<file path="config.mk">
export PLATFORM = sky130hd
export DESIGN_NAME = score_tracker
export DESIGN_NICKNAME = d
export VERILOG_FILES = /design/src/rtl/score_tracker.sv
export SDC_FILE = /design/constraint.sdc
export NUM_CORES = 1
export LEC_CHECK = 0
export ABC_AREA = 1
export CAP_MARGIN = 40
export CORE_MARGIN = 2
export CORE_UTILIZATION = 55
export DETAILED_ROUTE_END_ITERATION = 12
export HOLD_SLACK_MARGIN = 0.06
export PLACE_DENSITY = 0.9
export REMOVE_ABC_BUFFERS = 1
export SYNTH_ARGS = -nofsm -noshare
export SYNTH_HDL_FRONTEND = slang
export SYNTH_SLANG_ARGS = --single-unit
</file>
<file path="constraint.sdc">
create_clock -name clk -period 10.75 [get_ports clk]
set_input_delay 2.6875 -clock clk [delete_from_list [all_inputs] [get_ports clk]]
set_output_delay 2.6875 -clock clk [all_outputs]
set_load 0.03 [all_outputs]
</file>
<file path="src/rtl/score_tracker.sv">
`default_nettype none
// +--------------------------------------------------------------------------+
// | Module      : score_tracker                                              |
// | Description : Game-side score accumulator. Counts hit/miss events while  |
// |               a round is being played, applies a saturating combo        |
// |               multiplier and keeps a session high score for the          |
// |               seven-segment display path.                                |
// | Revision    : 1.0 - initial release                                      |
// +--------------------------------------------------------------------------+
// | Ports                                                                    |
// |   clk           in   1   system clock, rising edge                        |
// |   reset         in   1   synchronous active-high reset                    |
// |   game_start    in   1   pulse: begin / restart a round                   |
// |   game_over     in   1   pulse: end the current round                     |
// |   hit_valid     in   1   pulse: scoring event                             |
// |   hit_points    in   8   base points, sampled with hit_valid              |
// |   miss          in   1   pulse: missed event                              |
// |   score         out  16  current round score (saturating)                 |
// |   high_score    out  16  best score since reset                           |
// |   combo         out  4   current multiplier, 1..MAX_COMBO                 |
// |   playing       out  1   high while a round is in progress                |
// |   score_changed out  1   one-cycle pulse when score took a new value      |
// | Build option                                                             |
// |   SCORE_PENALTY_EN : when defined, a miss subtracts PENALTY (floor 0)    |
// +--------------------------------------------------------------------------+
module score_tracker #(
  parameter int MAX_COMBO = 8,
  parameter int PENALTY   = 5
) (
  input  logic        clk,
  input  logic        reset,
  input  logic        game_start,
  input  logic        game_over,
  input  logic        hit_valid,
  input  logic [7:0]  hit_points,
  input  logic        miss,
  output logic [15:0] score,
  output logic [15:0] high_score,
  output logic [3:0]  combo,
  output logic        playing,
  output logic        score_changed
);

  typedef enum logic [1:0] {
    ST_IDLE    = 2'd0,
    ST_PLAYING = 2'd1,
    ST_OVER    = 2'd2
  } state_t;

  localparam logic [3:0]  c_max_combo = 4'(MAX_COMBO);
  localparam logic [15:0] c_penalty   = 16'(PENALTY);

  // Out-of-range parameters stop elaboration instead of silently truncating.
  generate
    if (MAX_COMBO < 1 || MAX_COMBO > 15 || PENALTY < 0 || PENALTY > 65535) begin : g_param_check
      $error("score_tracker: parameter out of range");
    end
  endgenerate

  state_t      r_state;
  state_t      w_next_state;
  logic [15:0] r_score;
  logic [15:0] w_next_score;
  logic [3:0]  r_combo;
  logic [3:0]  w_next_combo;
  logic [15:0] r_high_score;
  logic        r_playing;
  logic        r_score_changed;
  logic        r_hs_pending;   // set for the first cycle spent in OVER

  logic [11:0] w_hit_product;
  logic [16:0] w_hit_sum;
  logic [15:0] w_hit_score;
  logic [3:0]  w_combo_inc;
  logic [15:0] w_miss_score;

  // 255 * 15 fits in 12 bits; the sum carries one extra bit for saturation.
  assign w_hit_product = {4'd0, hit_points} * {8'd0, r_combo};
  assign w_hit_sum     = {1'b0, r_score} + {5'd0, w_hit_product};
  assign w_hit_score   = w_hit_sum[16] ? 16'hFFFF : w_hit_sum[15:0];
  assign w_combo_inc   = (r_combo >= c_max_combo) ? c_max_combo : r_combo + 4'd1;

`ifdef SCORE_PENALTY_EN
  assign w_miss_score  = (r_score > c_penalty) ? r_score - c_penalty : 16'd0;
`else
  assign w_miss_score  = r_score;
`endif

  always_comb begin
    w_next_state = r_state;
    w_next_score = r_score;
    w_next_combo = r_combo;
    case (r_state)
      ST_PLAYING: begin
        if (game_start) begin
          // Restart wins over any event or game_over in the same cycle.
          w_next_score = 16'd0;
          w_next_combo = 4'd1;
        end else begin
          // Events are applied before the round closes on the same edge.
          if (miss) begin
            w_next_score = w_miss_score;
            w_next_combo = 4'd1;
          end else if (hit_valid) begin
            w_next_score = w_hit_score;
            w_next_combo = w_combo_inc;
          end
          if (game_over) begin
            w_next_state = ST_OVER;
          end
        end
      end
      default: begin
        // IDLE and OVER ignore everything except game_start.
        if (game_start) begin
          w_next_state = ST_PLAYING;
          w_next_score = 16'd0;
          w_next_combo = 4'd1;
        end
      end
    endcase
  end

  always_ff @(posedge clk) begin
    if (reset) begin
      r_state         <= ST_IDLE;
      r_score         <= 16'd0;
      r_combo         <= 4'd1;
      r_high_score    <= 16'd0;
      r_playing       <= 1'b0;
      r_score_changed <= 1'b0;
      r_hs_pending    <= 1'b0;
    end else begin
      r_state         <= w_next_state;
      r_score         <= w_next_score;
      r_combo         <= w_next_combo;
      r_playing       <= (w_next_state == ST_PLAYING);
      r_score_changed <= (w_next_score != r_score);
      r_hs_pending    <= (r_state == ST_PLAYING) && (w_next_state == ST_OVER);
      // Compare the settled final score once, on the first OVER cycle.
      if (r_hs_pending && (r_score > r_high_score)) begin
        r_high_score <= r_score;
      end
    end
  end

  assign score         = r_score;
  assign high_score    = r_high_score;
  assign combo         = r_combo;
  assign playing       = r_playing;
  assign score_changed = r_score_changed;

endmodule
`default_nettype wire
</file>
==> results.sh <==
# source this file to load flow results
export IMPL_status="complete, no violations"
export IMPL_via_per_inst=5.34
export IMPL_final_clk_cell_share_pct=1.72
export IMPL_crit_required_ps=10940
export IMPL_regToRegEndpoint="score_changed$_SDFF_PP0_"
export IMPL_drc=0
export IMPL_r2r_start="combo[2]$_SDFFE_PP0P_"
export IMPL_slowest_delay_ps=570
export IMPL_wl_per_cell_um=13.6
export IMPL_critPathSlowestCell="fa_1"
export IMPL_boundaryPins=52
export IMPL_powerSeq_uw=165
export IMPL_flop_count=41
export IMPL_fp_util_pct=56.6
export IMPL_flop_cell="dfxtp_1"
export IMPL_dieArea_mm2=0.00864
export IMPL_h_tree_depth=2
export IMPL_drive_gt1_share_pct=3.75
export IMPL_crit_family="adder cells"
export IMPL_overflow=0
export IMPL_r2r_slack_ps=6370
export IMPL_powerClk_uw=105
export IMPL_detailed_place_area_mm2=0.00493
export IMPL_yosys_warnings=0
export IMPL_power_uw=405
export IMPL_warning_count=27
export IMPL_grt_max_degree=32
export IMPL_p_comb_uw=135
export IMPL_setup_viol=0
export IMPL_intPower_uw=258
export IMPL_grt_pass1_vias=4312
export IMPL_comb_power_share_pct=33.3
export IMPL_cap_violations=0
export IMPL_wl_met2_um=5440
export IMPL_numCtsBuffers=5
export IMPL_synth_distinct_cells=37
export IMPL_dp_cells=841
export IMPL_combAreaFraction_pct=58.1
export IMPL_critical_path_buf_inv_count=4
export IMPL_grt_util_met3_pct=4.96
export IMPL_tritoncts="yes"
export IMPL_logic_gates=502
export IMPL_layout_min_cycle_time_ps=6650
export IMPL_fillers=716
export IMPL_antenna_found_initial=0
export IMPL_maxSlewHeadroom_pct=44.6
export IMPL_top_area_cell_class="logic gates"
export IMPL_final_cell_mix="nand2_1, inv_1, nor2_1"
export IMPL_synth_dominant_cell_count="nand2_1"
export IMPL_ys_sh_simple_pct=34.1
export IMPL_crit_arrival_ps=6840
export IMPL_drtPass1Iterations=5
export IMPL_clkTransAtPathRegs_ps=80
export IMPL_reg2reg_depth=22
export IMPL_clock_buffers=7
export IMPL_area_leaders="nand2_1, dfxtp_1, inv_1"
export IMPL_dp_slack_ps=3810
export IMPL_power_density_mw_per_mm2=80.8
export IMPL_p_switching_uw=147
export IMPL_hold_slack_ps=476
export IMPL_seqCellArea_um2=821
export IMPL_topCombFamilyByArea="simple AND/OR/NAND/NOR gates"
export IMPL_layout_nonclk_buf_share_pct=10.5
export IMPL_top_cell_area_share_pct=19.2
export IMPL_drt_iter0_drc=295
export IMPL_wl_met3_um=794
export IMPL_hold_depth=2
export IMPL_fin_area_mm2=0.00501
export IMPL_edf_count=0
export IMPL_final_cells=848
export IMPL_ys_chip_area_mm2=0.00435
export IMPL_numSynthFlops=41
export IMPL_whs_endpoint="high_score[5]$_SDFFE_PP0P_"
export IMPL_rsz0062_at_grt="no"
export IMPL_die_x_um=92.9
export IMPL_start_kind="primary input"
export IMPL_critPathMaxFanout=4
export IMPL_clock_sinks=41
export IMPL_path_cells="clkdlybuf4s50_1, nand2_1, inv_1, fa_1, fa_1, inv_1, fa_1, inv_1, ha_1, nand2_1, nand2_1, a21oi_2, nand2_2, a21oi_2, nand2_1, nand2_1, nand2_1, nand3_1, nand2_1, nor2_1, nand3_1, nor2_1, a21oi_1"
export IMPL_fp_coreArea_mm2=0.00769
export IMPL_p_seq_share_pct=40.7
export IMPL_track_usage_pct=27.9
export IMPL_root_buffer="clkbuf_8"
export IMPL_dpl_hpwl_um=9230
export IMPL_leakagePower_nw=2.70
export IMPL_startpoint="hit_points[3]"
export IMPL_cts_setup_buffers=0
export IMPL_final_common_cell="nand2_1"
export IMPL_power_top_group="registers"
export IMPL_final_nets=821
export IMPL_antenna_cells=0
export IMPL_worstHoldStart="high_score[5]$_SDFFE_PP0P_"
export IMPL_final_max_slew_viol_count=0
export IMPL_worst_slack_ps=4100
export IMPL_final_comb_area_mm2=0.00291
export IMPL_path_depth=23
export IMPL_gp_congestion=0.942
export IMPL_ir_drop_mv=0.0839
export IMPL_setup_tns_ps=0
export IMPL_clockBufferDepth=2
export IMPL_routed_top_layer="met4"
export IMPL_ys_top_cells_by_count="nand2_1, inv_1, nor2_1, a21oi_1, nand3_1"
export IMPL_grt_pass1_wl_um=19600
export IMPL_cp_common_cell="nand2_1"
export IMPL_wl_met1_um=4990
export IMPL_synth_area_per_cell_um2=6.17
export IMPL_seq_area_share_pct=16.4
export IMPL_async_flop_share_pct=0
export IMPL_num_rows=32
export IMPL_nNonClkInverters=144
export IMPL_worstSetupEndpoint="score_changed$_SDFF_PP0_"
export IMPL_ys_cells=705
export IMPL_portBuffers=51
export IMPL_yosysTopAreaCell="nand2_1"
export IMPL_fin_util_pct=65.2
export IMPL_synthToLayoutAreaGrowth_pct=15.3
export IMPL_hold_viol_final=0
export IMPL_cts_resized=0
export IMPL_ys_sh_xor_pct=0.403
export IMPL_die_h_um=92.9
export IMPL_compound_area_share_pct=11.3
export IMPL_syn_inst=705
export IMPL_power_share_switching_pct=36.2
export IMPL_hold_class="flip-flop to flip-flop"
export IMPL_n_all_buffers=52
export IMPL_synth_adder_area_share_pct=21.2
export IMPL_skew_ps=5.75
export IMPL_taps=102
export IMPL_insertion_delay_ps=290
export IMPL_top_usage_layer="met2"
export IMPL_worst_pin_slew_ps=828
export IMPL_critPathKind="primary input to flip-flop"
export IMPL_hold_buffers=0
export IMPL_clkPwrFrac_pct=25.9
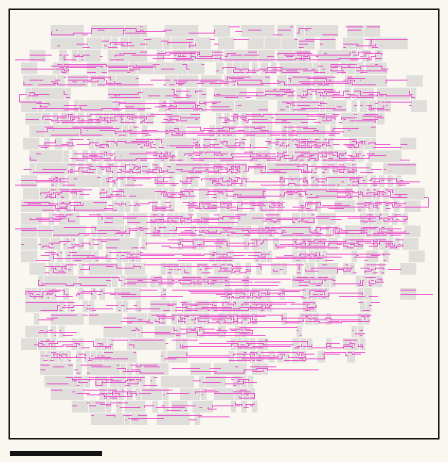
Fig. 1. Metal 1.
Scale bar: 20 um.
- longest straight run: 43.9 um
- wire length on this layer: 4990 um
- share of all routed wire: 43%
- main direction: horizontal
- nets with wire on the layer: 771
met1 GRT Util: 35.6%
DR vias: 4526
total wire length: 11500 um

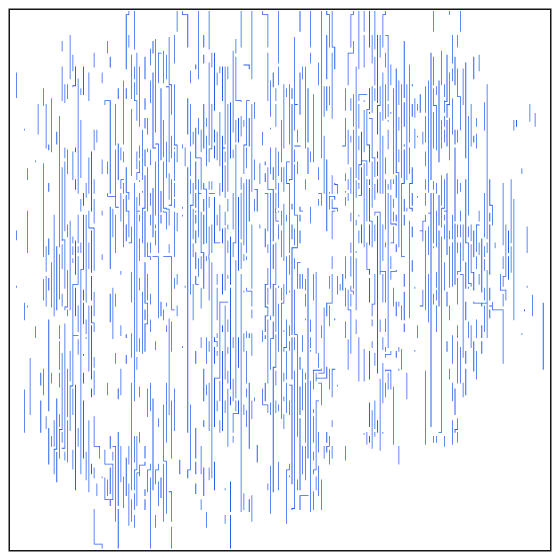
Fig. 2. Met2 routing.
- main direction: vertical
- longest straight run: 45.6 um
met2 GRT Util: 47.9%

